Run 1, clock distribution:
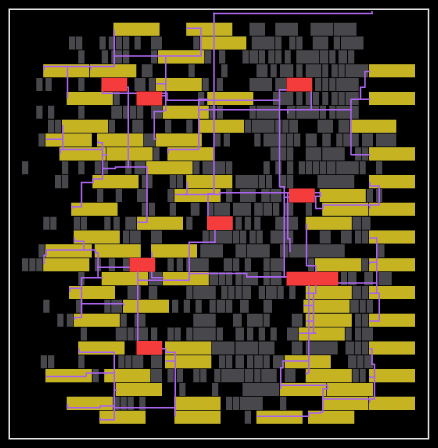
Run 1, routing congestion:
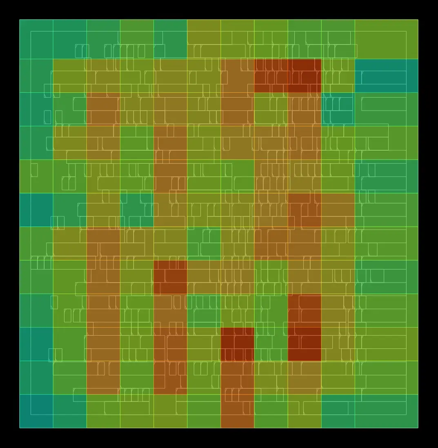
Run 1, metal layers overlaid:
The bar under the picture is 20 um long.
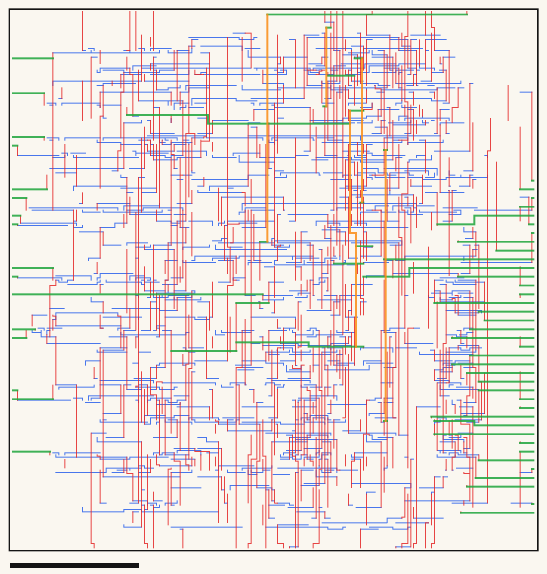
<file path="src/rtl/vga_pkg.sv">
// -----------------------------------------------------------------------------
// vga_pkg
// Shared constants and types for the VGA display path.
//   H_ACTIVE / V_ACTIVE : visible raster size in pixels.
//   rgb12_t             : 12-bit colour, {R[3:0],G[3:0],B[3:0]}.
//   BLACK, BOX_RED      : fixed colours used by the renderers.
//   KEY_COLOR_DEF       : default transparent colour for sprite ROMs.
//   BG_COLOR_DEF        : default flat background colour.
// -----------------------------------------------------------------------------
package vga_pkg;

   localparam int H_ACTIVE = 640;
   localparam int V_ACTIVE = 480;

   typedef logic [11:0] rgb12_t;

   localparam rgb12_t BLACK         = 12'h000;
   localparam rgb12_t BOX_RED       = 12'hF00;
   localparam rgb12_t KEY_COLOR_DEF = 12'hF0F;
   localparam rgb12_t BG_COLOR_DEF  = 12'h777;

endpackage

</file>
<file path="src/rtl/sprite_pos_buf.sv">
// -----------------------------------------------------------------------------
// sprite_pos_buf
// Double-buffered sprite position. Writes land in a pending register and are
// copied to the active register only at frame start (falling edge of
// vsync_in), so the sprite never moves mid-frame.
// Ports:
//   clk, clr_n       : pixel clock, asynchronous active-low reset
//   vsync_in         : raw vsync from the sync generator
//   car_x, car_y     : requested sprite top-left corner
//   pos_we           : one-cycle strobe capturing car_x/car_y into pending
//   act_x, act_y     : committed position used by the renderer
//   frame_tick       : one-cycle pulse the cycle after a commit
// -----------------------------------------------------------------------------
module sprite_pos_buf
   import vga_pkg::*;
(
   input  logic       clk,
   input  logic       clr_n,
   input  logic       vsync_in,
   input  logic [9:0] car_x,
   input  logic [9:0] car_y,
   input  logic       pos_we,
   output logic [9:0] act_x,
   output logic [9:0] act_y,
   output logic       frame_tick
);

   logic [9:0] pend_x, pend_y;
   logic       pend_valid;
   logic       vsync_prev;
   logic       frame_start;
   logic       commit;

   assign frame_start = vsync_prev & ~vsync_in;
   assign commit      = frame_start & pend_valid;

   // NOTE: registers use non-blocking assignments so every flop samples the
   // pre-edge value of its neighbours, independent of statement order.
   always_ff @(posedge clk or negedge clr_n) begin
      if (!clr_n) begin
         pend_x     <= '0;
         pend_y     <= '0;
         pend_valid <= 1'b0;
         act_x      <= '0;
         act_y      <= '0;
         vsync_prev <= 1'b0;
         frame_tick <= 1'b0;
      end else begin
         vsync_prev <= vsync_in;
         frame_tick <= commit;
         if (commit) begin
            act_x <= pend_x;
            act_y <= pend_y;
         end
         // A write in the commit cycle wins: the old pending value commits now
         // and the new one stays pending for the next frame.
         if (pos_we) begin
            pend_x     <= car_x;
            pend_y     <= car_y;
            pend_valid <= 1'b1;
         end else if (commit) begin
            pend_valid <= 1'b0;
         end
      end
   end

endmodule

</file>
<file path="src/rtl/vga_sprite_render.sv">
// -----------------------------------------------------------------------------
// vga_sprite_render
// Overlays one sprite from an external synchronous ROM onto a flat background.
// Two register stages: stage 1 does the box test and ROM address, stage 2
// picks the colour once ROM data is back. Syncs travel through the same two
// stages so colour and syncs stay aligned.
// Optional build macro: SPRITE_BOX_EN -- draws a red 1-pixel border on the
// sprite's edge pixels, overriding ROM data and key colour.
// Ports:
//   clk, clr_n               : pixel clock, asynchronous active-low reset
//   pixel_x, pixel_y         : raster position from sync generator
//   video_on                 : visible-area flag from sync generator
//   hsync_in, vsync_in       : raw syncs from sync generator
//   car_x, car_y, pos_we     : sprite position write port
//   rom_addr / rom_data      : sprite ROM, data valid one cycle after address
//   rgb                      : {R,G,B} 4 bits each, 2-cycle latency
//   hsync, vsync             : syncs delayed 2 cycles
//   frame_tick               : pulse when a new position is committed
// -----------------------------------------------------------------------------
module vga_sprite_render
   import vga_pkg::*;
#(
   parameter int     SPRITE_W  = 32,
   parameter int     SPRITE_H  = 64,
   parameter int     ADDR_W    = 11,
   parameter rgb12_t KEY_COLOR = KEY_COLOR_DEF,
   parameter rgb12_t BG_COLOR  = BG_COLOR_DEF
) (
   input  logic              clk,
   input  logic              clr_n,
   input  logic [9:0]        pixel_x,
   input  logic [9:0]        pixel_y,
   input  logic              video_on,
   input  logic              hsync_in,
   input  logic              vsync_in,
   input  logic [9:0]        car_x,
   input  logic [9:0]        car_y,
   input  logic              pos_we,
   output logic [ADDR_W-1:0] rom_addr,
   input  logic [11:0]       rom_data,
   output logic [11:0]       rgb,
   output logic              hsync,
   output logic              vsync,
   output logic              frame_tick
);

   // Column bits of the ROM address; SPRITE_W is a power of two so the
   // address is simply {row, column}.
   localparam int XB = $clog2(SPRITE_W);
   localparam int YB = ADDR_W - XB;

   logic [9:0] act_x, act_y;

   sprite_pos_buf u_pos_buf (
      .clk        (clk),
      .clr_n      (clr_n),
      .vsync_in   (vsync_in),
      .car_x      (car_x),
      .car_y      (car_y),
      .pos_we     (pos_we),
      .act_x      (act_x),
      .act_y      (act_y),
      .frame_tick (frame_tick)
   );

   // ---------------- stage 1: box test and ROM address ----------------------
   // 11-bit arithmetic so a sprite hanging past column 639 / row 479 is
   // clipped rather than wrapping around to the left/top edge.
   logic [10:0] dx, dy, x_end, y_end;
   logic        hit;
   logic        unused_bits;

   // NOTE: every signal assigned in always_comb gets a value on every path,
   // otherwise synthesis infers a latch.
   always_comb begin
      dx    = {1'b0, pixel_x} - {1'b0, act_x};
      dy    = {1'b0, pixel_y} - {1'b0, act_y};
      x_end = {1'b0, act_x} + 11'(SPRITE_W);
      y_end = {1'b0, act_y} + 11'(SPRITE_H);
      hit   = video_on
            && (pixel_x >= act_x) && ({1'b0, pixel_x} < x_end)
            && (pixel_y >= act_y) && ({1'b0, pixel_y} < y_end);
   end

   // Upper difference bits are only meaningful outside the sprite, where the
   // address is forced to zero anyway.
   assign unused_bits = ^{dx[10:XB], dy[10:YB]};

   logic hit1, von1, hs1, vs1;
`ifdef SPRITE_BOX_EN
   logic edge1;
`endif

   always_ff @(posedge clk or negedge clr_n) begin
      if (!clr_n) begin
         rom_addr <= '0;
         hit1     <= 1'b0;
         von1     <= 1'b0;
         hs1      <= 1'b0;
         vs1      <= 1'b0;
`ifdef SPRITE_BOX_EN
         edge1    <= 1'b0;
`endif
      end else begin
         rom_addr <= hit ? {dy[YB-1:0], dx[XB-1:0]} : '0;
         hit1     <= hit;
         von1     <= video_on;
         hs1      <= hsync_in;
         vs1      <= vsync_in;
`ifdef SPRITE_BOX_EN
         edge1    <= hit && ((dx == 11'd0) || (dx == 11'(SPRITE_W - 1))
                          || (dy == 11'd0) || (dy == 11'(SPRITE_H - 1)));
`endif
      end
   end

   // ---------------- stage 2: colour select ---------------------------------
   always_ff @(posedge clk or negedge clr_n) begin
      if (!clr_n) begin
         rgb   <= BLACK;
         hsync <= 1'b0;
         vsync <= 1'b0;
      end else begin
         hsync <= hs1;
         vsync <= vs1;
         if (!von1)
            rgb <= BLACK;
`ifdef SPRITE_BOX_EN
         else if (edge1)
            rgb <= BOX_RED;
`endif
         else if (hit1 && (rom_data != KEY_COLOR))
            rgb <= rom_data;
         else
            rgb <= BG_COLOR;
      end
   end

endmodule

</file>
<file path="config.mk">
export PLATFORM = sky130hd
export DESIGN_NAME = vga_sprite_render
export DESIGN_NICKNAME = d
export VERILOG_FILES = /design/src/rtl/vga_pkg.sv /design/src/rtl/sprite_pos_buf.sv /design/src/rtl/vga_sprite_render.sv
export SDC_FILE = /design/constraint.sdc
export NUM_CORES = 1
export LEC_CHECK = 0
export ABC_AREA = 1
export ABC_CLOCK_PERIOD_IN_PS = 2400
export CORE_AREA = 2 2 80 82
export CTS_CLUSTER_SIZE = 20
export DETAILED_ROUTE_END_ITERATION = 10
export DIE_AREA = 0 0 82 84
export DONT_BUFFER_PORTS = 1
export PLACE_DENSITY = 0.78
export REMOVE_ABC_BUFFERS = 1
export SLEW_MARGIN = 5
export SYNTH_ARGS = -nofsm -noshare
export SYNTH_HDL_FRONTEND = slang
export SYNTH_HIERARCHICAL = 1
export SYNTH_SLANG_ARGS = --single-unit
export TNS_END_PERCENT = 50
</file>
<file path="constraint.sdc">
create_clock -name clk -period 2.4 [get_ports clk]
set_input_delay 0.72 -clock clk [delete_from_list [all_inputs] [get_ports clk]]
set_output_delay 0.72 -clock clk [all_outputs]
set_load 0.01 [all_outputs]
</file>
==> flow_summary.json, run 1 <==
{
  "finalHoldViolCount": 0,
  "drt-pass1-iter-count": 4,
  "p_switching_w": 0.000882,
  "cp_slowest_cell": "dfrtp_1",
  "ant_nets": 0,
  "pg_clk_w": 0.000855,
  "antennaDiodeCount": 0,
  "cts_setup_buffers": 0,
  "wl_met2_mm": 3.25,
  "place_congestion": 0.820,
  "path_common_cell": "nor2_1",
  "status": "complete, no violations",
  "ys_top_logic_family": "simple AND/OR/NAND/NOR gates",
  "hp-class": "primary input to asynchronous set/reset pin",
  "clk_pin_slew_ns": 0.07,
  "die_w_um": 82,
  "maxCapViolCount": 0,
  "cp_num_buf_inv": 0,
  "wl_met1_mm": 2.86,
  "drcViolationCount": 0,
  "drt_iter0_drc": 120,
  "required_ns": 2.66,
  "top_usage_layer": "met2",
  "top_regs": "rgb: 12 flops, rom_addr: 11 flops",
  "cts_tree": "yes",
  "p_comb_w": 0.000654,
  "synth_stat.cells": 433,
  "regMostFlops": "rgb",
  "cts_hold_buf": 0,
  "pg_seq_w": 0.00143,
  "layout_top_cells": "151 x nand2_1, 72 x dfrtp_1, 49 x inv_1",
  "report.final.slew_viol_count": 0,
  "rr_startpoint": "u_pos_buf/act_y[6]$_DFFE_PN0P_",
  "grt.total_usage": 0.216,
  "max_stage_delay_ns": 0.43,
  "power_frac_comb": 0.223,
  "mux_share": 0,
  "fp-utilization": 0.610,
  "aoi_share": 0.0407,
  "min_period_ns": 2.11,
  "drive_above_1_share": 0.0668,
  "core_mm2": 0.00610,
  "startpoint": "u_pos_buf/act_y[6]$_DFFE_PN0P_",
  "synth_chip_area_mm2": 0.00372,
  "die.size.y_um": 84
}
Notes on 'clock distribution' above:
[cells driving clock nets] red | count: 9
[clock wires] purple | length: 830 um
[flip-flops] yellow | count: 72
flops lie	spread over the die
routed clock nets	10
skew final: 0.00328 ns
clock share of power: 0.291
worst skew pair latency: 0.33 ns

Notes on 'routing congestion' above:
M3 GR Usage: 0.0703
DR WL/cell: 13.3 um
fin util: 0.645
Global Route met2 Usage: 0.351
met1 usage: 0.273

Notes on 'metal layers overlaid' above:
layer	colour	wire length
met1	blue	2860 um
met4	orange	150 um
met2	red	3250 um
met3	green	517 um

==> run 1: per-stage QoR <==
stage          cell area, um^2   util  instances  hold WS (ns)  power, W
3_3_place_gp              3760  0.617        499         0.333   0.00207
5_1_grt                   3930  0.645        511        0.0554   0.00314
2_1_floorplan             3640      -        418         0.331   0.00196
6_report                  3930  0.645        511        0.0742   0.00294
4_1_cts                   3930  0.644        511        0.0651   0.00295
3_5_place_dp              3760  0.617        499         0.337   0.00210
==> run 1: cell type report <==
class	instances	area, um^2	share of cell area
Timing Repair Buffer	4	30.0	0.00764
Sequential cell	72	1800	0.458
Tap cell	77	96.3	0.0245
Inverter	49	184	0.0468
Clock buffer	10	128	0.0325
Clock inverter	2	35.0	0.00891
Multi-Input combinational cell	297	1660	0.422
==> run 1: worst paths after layout <==
check / to / cells after the start / slack (ns)
max: rom_addr[0]$_DFF_PN0_ / 11 / 0.29
min: rgb[1]$_DFF_PN0_ / 0 / 0.07
max reg2reg: rom_addr[0]$_DFF_PN0_ / 11 / 0.29
min reg2reg: vsync$_DFF_PN0_ / 0 / 0.35
max in group asynchronous: u_pos_buf/act_x[4]$_DFFE_PN0P_ / 0 / 2.23
min in group clk: vsync$_DFF_PN0_ / 0 / 0.35
==> run 1: Yosys cell counts (2+ instances only) <==
master | instances | area, um^2
nor2_1 | 22 | 82.6
a21o_1 | 2 | 15.0
a21oi_1 | 12 | 60.1
xor2_1 | 5 | 43.8
nand3_1 | 12 | 60.1
nor2_2 | 10 | 62.6
o21ai_0 | 11 | 55.1
xnor2_1 | 7 | 61.3
buf_2 | 13 | 65.1
nand2_1 | 151 | 567
dfrtp_1 | 72 | 1800
fa_1 | 2 | 40.0
inv_1 | 49 | 184
nand3_2 | 2 | 20.0
nand4_1 | 23 | 144
ha_1 | 31 | 388
==> run 2, diff against run 1 <==
CORE_AREA = 2 2 82 84   (was 2 2 80 82)
DIE_AREA = 0 0 84 86   (was 0 0 82 84)
PLACE_DENSITY = 0.74   (was 0.78)
==> run 2 against run 1 <==
  * Sequential share of layout area decreased by 1.0 points
  * Design area increased by 2.3%
  * Sequential power about the same
  * Synthesized area unchanged
  * Hold slack got worse by 0.013 ns
  * Count of clock-buffer cells in the layout increased by 1
  * Non-clock buffer count unchanged
==> flow_summary.json, run 2 <==
{
  "status": "complete, no violations",
  "cp_num_buf_inv": 1,
  "yosys.area.top_type": "dfrtp_1",
  "logic_area_mm2": 0.00165,
  "place_congestion": 0.827,
  "io_pins": 84,
  "synth_stat.cells": 433,
  "fp-utilization": 0.592,
  "core_mm2": 0.00628,
  "regMostFlops": "rgb",
  "top_regs": "rgb: 12 flops, rom_addr: 11 flops",
  "finClkSkew_ns": 0.0117,
  "synthTopCellsByArea": "dfrtp_1 48%, nand2_1 15%, ha_1 10%",
  "top_cells_by_count": "151 x nand2_1, 72 x dfrtp_1, 49 x inv_1",
  "finalHoldViolCount": 0,
  "finalPower_w": 0.00331,
  "cts_hold_buf": 0,
  "hold_ws_ns": 0.0613,
  "synth_chip_area_mm2": 0.00372,
  "drt-pass1-iter-count": 6,
  "layout_top_cells": "151 x nand2_1, 72 x dfrtp_1, 49 x inv_1",
  "synth.top_cell.area_share": 0.485,
  "drive_above_1_share": 0.0731,
  "flop_area_mm2": 0.00180,
  "required_ns": 2.67,
  "insertion_delay_ns": 0.35,
  "maxCapViolCount": 0,
  "antennaDiodeCount": 0,
  "clk_pin_slew_ns": 0.08,
  "cts_setup_buffers": 0,
  "path_common_cell": "nand2_1",
  "drt_iter0_drc": 63,
  "max_stage_delay_ns": 0.43,
  "cts_tree": "yes",
  "drcViolationCount": 0,
  "report.final.slew_viol_count": 0,
  "reg2reg_slack_ns": 0.23
}
[run 2: report_power, final]
part / total [W] / switching, W / internal, W
clock: 0.00122 / 0.000427 / 0.000798
sequential: 0.00143 / 0.000100 / 0.00133
combinational: 0.000648 / 0.000380 / 0.000268
total: 0.00330 / 0.000907 / 0.00240
[run 2: per-layer routing]
layer	track usage	wire length, um	vias to the layer above
met5	0	0	-
met2	0.348	3230	90
met1	0.245	2940	1216
met4	0.101	172	0
met3	0.0549	388	14
li1	-	-	1366
[run 2: kinds of logic after synthesis]
| kind of cell | after synthesis | synth area share |
|---|---|---|
| DFF | 72 | 0.485 |
| buffers and inverters | 64 | 0.0710 |
| AOI/OAI and AO/OA | 28 | 0.0407 |
| adders and majority gates | 33 | 0.115 |
| and+or+nand+nor | 224 | 0.260 |
| xor gates and xnor gates | 12 | 0.0283 |
[run 2: path summary, 6_finish.rpt]
| kind | endpoint | depth (start not counted) |
|---|---|---|
| worst max-delay path | rom_addr[0]$_DFF_PN0_ | 11 |
| worst min-delay path | vsync$_DFF_PN0_ | 0 |
| worst max register to register | rom_addr[0]$_DFF_PN0_ | 11 |
| worst min register to register | hsync$_DFF_PN0_ | 0 |
| max in group asynchronous | u_pos_buf/act_x[7]$_DFFE_PN0P_ | 0 |
| min in group clk | hsync$_DFF_PN0_ | 0 |
[run 2: through the flow]
stage	util	instance area, um^2	cells
final	0.641	4020	515
after global routing	0.641	4020	515
after CTS	0.641	4020	515
after detailed placement	0.599	3760	499
after global placement	0.599	3760	499
after floorplan	-	3640	418
[run 2: cell type report]
type	count	share of cell area
Clock inverter	5	0.0320
Timing Repair Buffer	4	0.00747
Sequential cell	72	0.448
Tap cell	77	0.0240
Clock buffer	11	0.0327
Inverter	49	0.0457
Multi-Input combinational cell	297	0.410
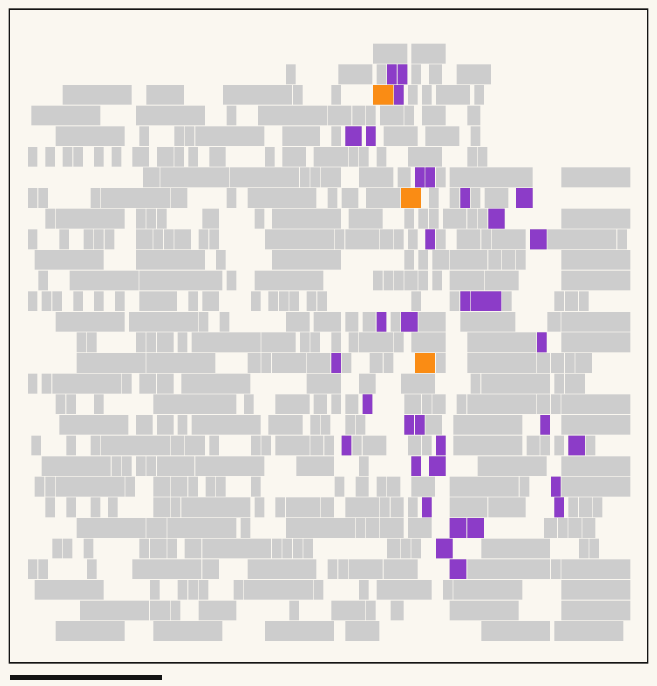
Run 2: selected gate families
The bar under the picture is 20 um long.
family	colour	cells	most used
NOR gates	purple	34	nor2_1
AND-OR and OR-AND gates	orange	3	a21o_1
most numerous logic cell after layout: nand2_1
Post-Layout Cell Count: 515
combinational share of cell area: 0.410

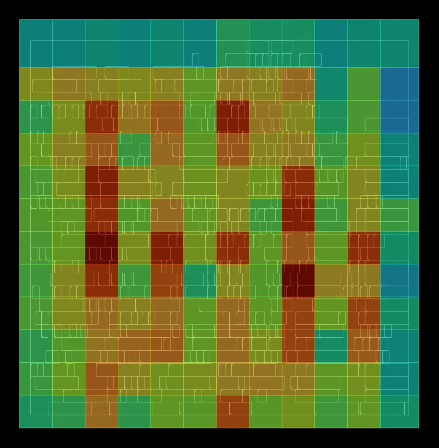
Run 2: routing congestion
met1 usage: 0.245
fin util: 0.641
DR WL/cell: 13.1 um
gr usage total: 0.206
busiest layer in global routing: met2

No activity file was given, so power comes from the tool's default toggle rates.
